[config.mk]
export PLATFORM = sky130hd
export DESIGN_NAME = serial_adder
export DESIGN_NICKNAME = d
export VERILOG_FILES = /design/src/rtl/serial_adder_pkg.sv /design/src/rtl/fa_cell.sv /design/src/rtl/serial_adder.sv
export SDC_FILE = /design/constraint.sdc
export NUM_CORES = 1
export LEC_CHECK = 0
export CORE_AREA = 2 2 58 60
export CTS_BUF_LIST = sky130_fd_sc_hd__clkbuf_4 sky130_fd_sc_hd__clkbuf_8
export CTS_CLUSTER_SIZE = 25
export DETAILED_ROUTE_END_ITERATION = 6
export DIE_AREA = 0 0 60 62
export MAX_ROUTING_LAYER = met4
export PLACE_DENSITY = 0.9
export SYNTH_ARGS = -nofsm -noshare
export SYNTH_HDL_FRONTEND = slang
export SYNTH_SLANG_ARGS = --single-unit
[constraint.sdc]
create_clock -name clk -period 1.5 [get_ports clk]
set_input_delay 0.225 -clock clk [delete_from_list [all_inputs] [get_ports clk]]
set_output_delay 0.225 -clock clk [all_outputs]
set_load 0.05 [all_outputs]
[src/rtl/serial_adder_pkg.sv]
// Shared types and defaults for the bit-serial adder.
// Exports the FSM state encoding and the default operand width.
package serial_adder_pkg;

  typedef enum logic [1:0] {
    IDLE,
    RUN,
    DONE
  } sa_state_t;

  localparam int SA_DEFAULT_WIDTH = 8;

endpackage

[src/rtl/fa_cell.sv]
// One-bit combinational full adder.
// Ports: a, b, cin in; s (sum bit), cout (majority carry) out.
module fa_cell (
  input  logic a,
  input  logic b,
  input  logic cin,
  output logic s,
  output logic cout
);

  assign s    = a ^ b ^ cin;
  assign cout = (a & b) | (a & cin) | (b & cin);

endmodule

[src/rtl/serial_adder.sv]
// Bit-serial adder: one bit per cycle through fa_cell, LSB first.
// Ports: clk, rst (sync, high), start, a, b, cin in;
//        busy, done, sum, cout out (all from registered state).
module serial_adder
  import serial_adder_pkg::*;
#(
  parameter int WIDTH = SA_DEFAULT_WIDTH
) (
  input  logic             clk,
  input  logic             rst,
  input  logic             start,
  input  logic [WIDTH-1:0] a,
  input  logic [WIDTH-1:0] b,
  input  logic             cin,
  output logic             busy,
  output logic             done,
  output logic [WIDTH-1:0] sum,
  output logic             cout
);

  localparam int CW = (WIDTH > 1) ? $clog2(WIDTH) : 1;
  localparam logic [CW-1:0] LAST = CW'(WIDTH - 1);

  sa_state_t        state;
  logic [WIDTH-1:0] sh_a;
  logic [WIDTH-1:0] sh_b;
  logic [WIDTH-1:0] acc;
  logic [WIDTH-1:0] acc_next;
  logic [CW-1:0]    cnt;
  logic             carry;
  logic             c_s;
  logic             c_cout;

  fa_cell u_fa (
    .a    (sh_a[0]),
    .b    (sh_b[0]),
    .cin  (carry),
    .s    (c_s),
    .cout (c_cout)
  );

  // New sum bit enters at the MSB; after WIDTH shifts
  // the first (LSB) bit has reached position 0.
  always_comb begin
    acc_next = acc >> 1;
    acc_next[WIDTH-1] = c_s;
  end

  always_ff @(posedge clk) begin
    if (rst) begin
      state <= IDLE;
      sh_a  <= '0;
      sh_b  <= '0;
      acc   <= '0;
      carry <= 1'b0;
      cnt   <= '0;
      sum   <= '0;
      cout  <= 1'b0;
    end else begin
      unique case (state)
        IDLE: begin
          if (start) begin
            sh_a  <= a;
            sh_b  <= b;
            carry <= cin;
            cnt   <= '0;
            state <= RUN;
          end
        end
        RUN: begin
          carry <= c_cout;
          acc   <= acc_next;
          sh_a  <= sh_a >> 1;
          sh_b  <= sh_b >> 1;
          cnt   <= cnt + CW'(1);
          if (cnt == LAST) begin
            sum   <= acc_next;
            cout  <= c_cout;
            state <= DONE;
          end
        end
        DONE: state <= IDLE;
        default: state <= IDLE;
      endcase
    end
  end

  assign busy = (state == RUN);
  assign done = (state == DONE);

endmodule

**Run 1: cell placement**

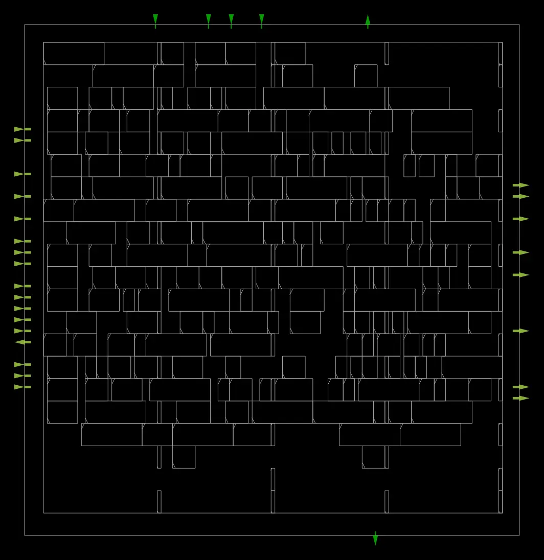
flip-flop and latch count: 38
final cell count without fillers: 248
Core Region: 0.00318 mm²
Filler Cell Count: 279
utilization after layout: 61.8%

**Run 1: sequential cells grouped by signal name**

Other sequential cells in the stronger gray, the rest of the logic in the fainter gray.
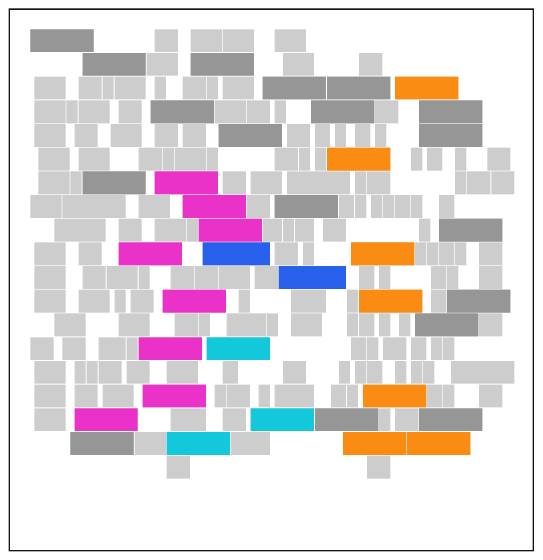
legend:
  acc:
    color: orange
    sequential_cells: 7
  state:
    color: blue
    sequential_cells: 2
  cnt:
    color: cyan
    sequential_cells: 3
  sh_a:
    color: magenta
    sequential_cells: 8

==> deck_impl_summary.md, run 1 <==
Run Summary

Power
  • Seq pwr: 1.09 mW
  • Power group with the highest consumption: registers

Drt
  • Post-detailed-routing wire length: 2980 µm
  • Remaining antenna violation count after routing: 0
  • Uppermost routed layer: met4

Placement
  • Placed Instances: 238

Critical path
  • Cell Chain, Critical Path: buf_4 -> nor2b_2 -> buf_4

Floorplan
  • Row count: 21

Run status
  • Status: completed

Finish
  • Largest registers ranked by flip-flop count: sh_a (8), sh_b (8), sum (8)
  • Most common logic cell in the routed design: dfxtp_1

Final timing
  • Slew HR: 75.7%
  • Setup slack after layout: 0.0682 ns

Synth
  • Mean post-synth cell area: 9.28 µm²
  • Synthesized netlist cell count: 169
  • Compound-gate portion of the synthesized area: 16.8%
  • Dominant combinational cell family by area after synthesis: AND-OR/OR-AND gates
  • Adder Area Share: 2.87%
  • Area leader, netlist: dfxtp_1
  • Number of synthesized register bits: 38

GRT
  • Grt peak-use layer: met2
  • Via count of the first global-routing pass: 1,156

Run
  • Log Warnings: 26
**Run 1: wiring by layer**

Scale bar: 20 µm. Two of the layers only.
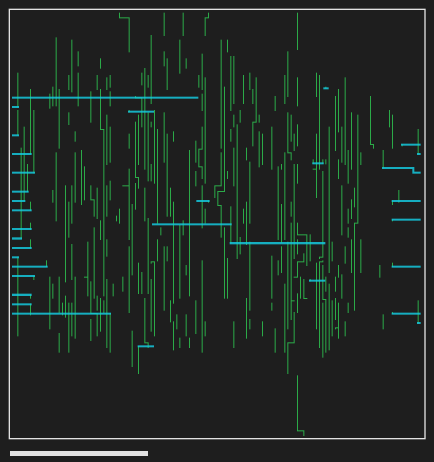
legend:
  met3:
    color: cyan
    wire_length: 134 µm
  met2:
    color: green
    wire_length: 1,400 µm

==> run 2: changes to the inputs <==
--- a/config.mk
+++ b/config.mk
@@ -12,4 +12,5 @@
 export DIE_AREA = 0 0 60 62
+export DONT_BUFFER_PORTS = 1
 export MAX_ROUTING_LAYER = met4
-export PLACE_DENSITY = 0.9
+export PLACE_DENSITY = 0.77
 export SYNTH_ARGS = -nofsm -noshare
--- a/constraint.sdc
+++ b/constraint.sdc
@@ -3,2 +3,2 @@
 set_output_delay 0.225 -clock clk [all_outputs]
-set_load 0.05 [all_outputs]
+set_load 0.01 [all_outputs]
**Run 2: cell placement**

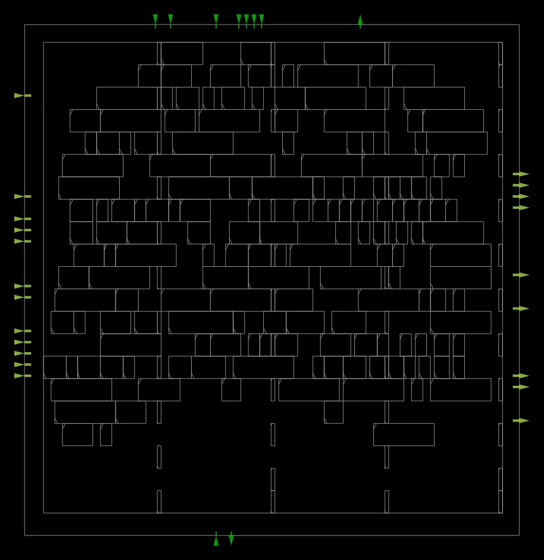
Filler Cell Count: 312
flop share of the area: 45.6%
utilization after layout: 52.6%
tapcell count: 46
row count: 21

==> deck_impl_summary.md, run 2 <==
Run Summary

Run status
  • Status: completed

Synth
  • Adder Area Share: 2.87%
  • Area leader, netlist: dfxtp_1
  • Mean post-synth cell area: 9.28 µm²
  • Dominant combinational cell family by area after synthesis: AND-OR/OR-AND gates
  • Compound-gate portion of the synthesized area: 16.8%
  • Number of synthesized register bits: 38
  • Synthesized netlist cell count: 169

Final timing
  • Slew HR: 77.0%
  • Part of the cycle the worst path needs: 92.5%

Critical path
  • Cell Chain, Critical Path: buf_8 -> nand2b_1 -> inv_4
  • Count of buffer and inverter cells on the critical path: 2

Placement
  • Placed Instances: 205

GRT
  • Via count of the first global-routing pass: 997
  • Grt peak-use layer: met2

Finish
  • Largest registers ranked by flip-flop count: sh_a (8), sh_b (8), sum (8)
  • Flip-flop and latch count: 38
  • Final cell count without fillers: 214
  • Most common logic cell in the routed design: dfxtp_1

Drt
  • Remaining antenna violation count after routing: 0

Floorplan
  • Die x size: 60 µm
  • Core Region: 0.00318 mm²

Power
  • Proportion of power drawn by combinational gates: 9.6%
  • Seq pwr: 1.09 mW
  • Power group with the highest consumption: registers
**Run 2: wiring by layer**

Scale bar: 20 µm. Two of the layers only.
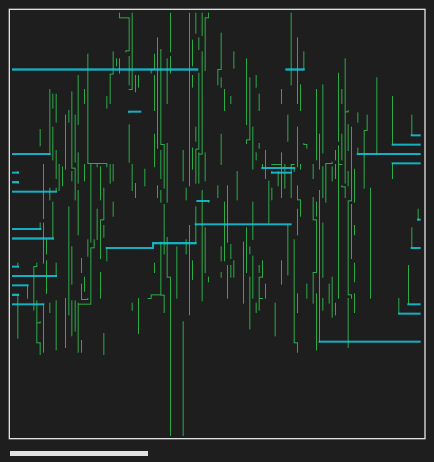
legend:
  met3:
    color: cyan
    wire_length: 142 µm
  met2:
    color: green
    wire_length: 1,200 µm

==> run 3: changes to the inputs <==
CAP_MARGIN = 20   (was default)
**Run 3: signal metal coverage by tile**

Scale bar: 20 µm. 12 x 12 tiles, from black (low) to pale yellow (high), scaled to the fullest tile. Values are wire area over tile area, all layers added.
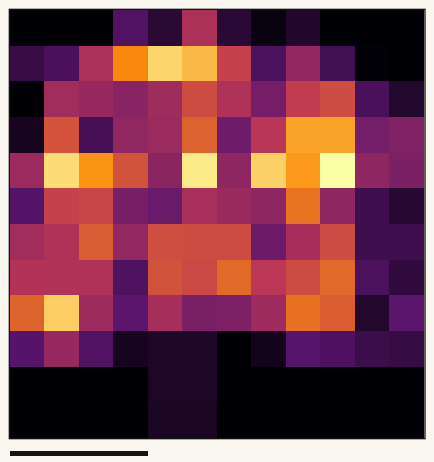
emptiest ninth of the die: bottom middle
tiles over half the peak: 24%
nearly empty tiles: 21%
fullest tile: 0.35

==> deck_impl_summary.md, run 3 <==
Run Summary

Run status
  • Status: completed

Drt
  • Uppermost routed layer: met4
  • Post-detailed-routing wire length: 2550 µm
  • Remaining antenna violation count after routing: 0

Floorplan
  • Row count: 21
  • Core Region: 0.00318 mm²

Synth
  • Mean post-synth cell area: 9.28 µm²
  • Number of synthesized register bits: 38
  • Post-synth ARST share: 0%
  • Compound-gate portion of the synthesized area: 16.8%
  • Adder Area Share: 2.87%
  • Dominant combinational cell family by area after synthesis: AND-OR/OR-AND gates
  • Area leader, netlist: dfxtp_1

Finish
  • Flip-flop and latch count: 38
  • Most common logic cell in the routed design: dfxtp_1
  • Filler Cell Count: 312
  • Final cell count without fillers: 214
  • Utilization after layout: 52.6%
  • Leading cell types in the layout, fill and taps excluded: 37 x dfxtp_1, 32 x nand2_1, 21 x nor2_1, 16 x a21oi_1, 16 x mux2i_1
  • Flop share of the area: 45.6%
  • Largest registers ranked by flip-flop count: sh_a (8), sh_b (8), sum (8)

Final timing
  • Setup slack after layout: 0.113 ns
  • Setup_tns: 0 ns
  • Slew HR: 77.0%
  • Part of the cycle the worst path needs: 92.5%

GRT
  • Via count of the first global-routing pass: 997
  • Grt peak-use layer: met2

Critical path
  • Count of buffer and inverter cells on the critical path: 2
  • Launch point of the worst reg-to-reg path: cnt[0]
  • Setup slack of the most critical reg-to-reg path: 0.20 ns

Clocking
  • Number of clock buffers inserted by TritonCTS: 5
  • Number of buffers on the longest clock path: 2

Power
  • Combinational cell power: 0.183 mW
  • Seq pwr: 1.09 mW

Placement
  • Placed Instances: 205
  • Post-placement worst setup slack: 0.216 ns
**Run 3: sequential cells grouped by signal name**

Other sequential cells in the stronger gray, the rest of the logic in the fainter gray.
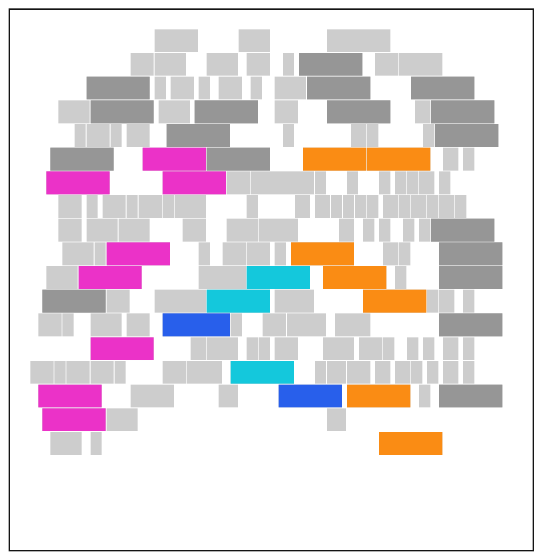
legend:
  acc:
    color: orange
    sequential_cells: 7
  sh_a:
    color: magenta
    sequential_cells: 8
    where: left middle
  state:
    color: blue
    sequential_cells: 2
  cnt:
    color: cyan
    sequential_cells: 3
not colored: 18


## Gallery

Placement by cell class.
Fill, decap, tap and diode cells in gray.
Plate I
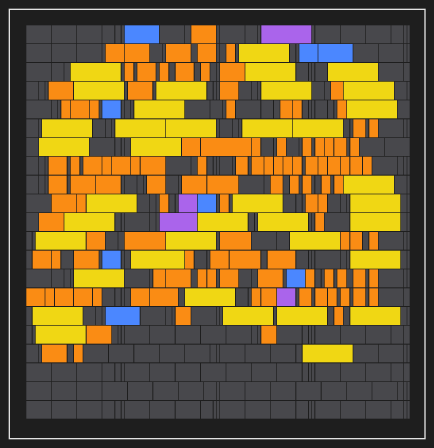
Plate II
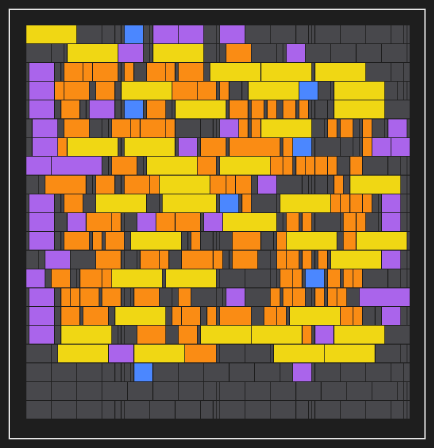
Of these, most cells: Plate II
- Plate I = run 2
- Plate II = run 1

Power figures rest on the tool's default switching activity, not on a simulated workload.
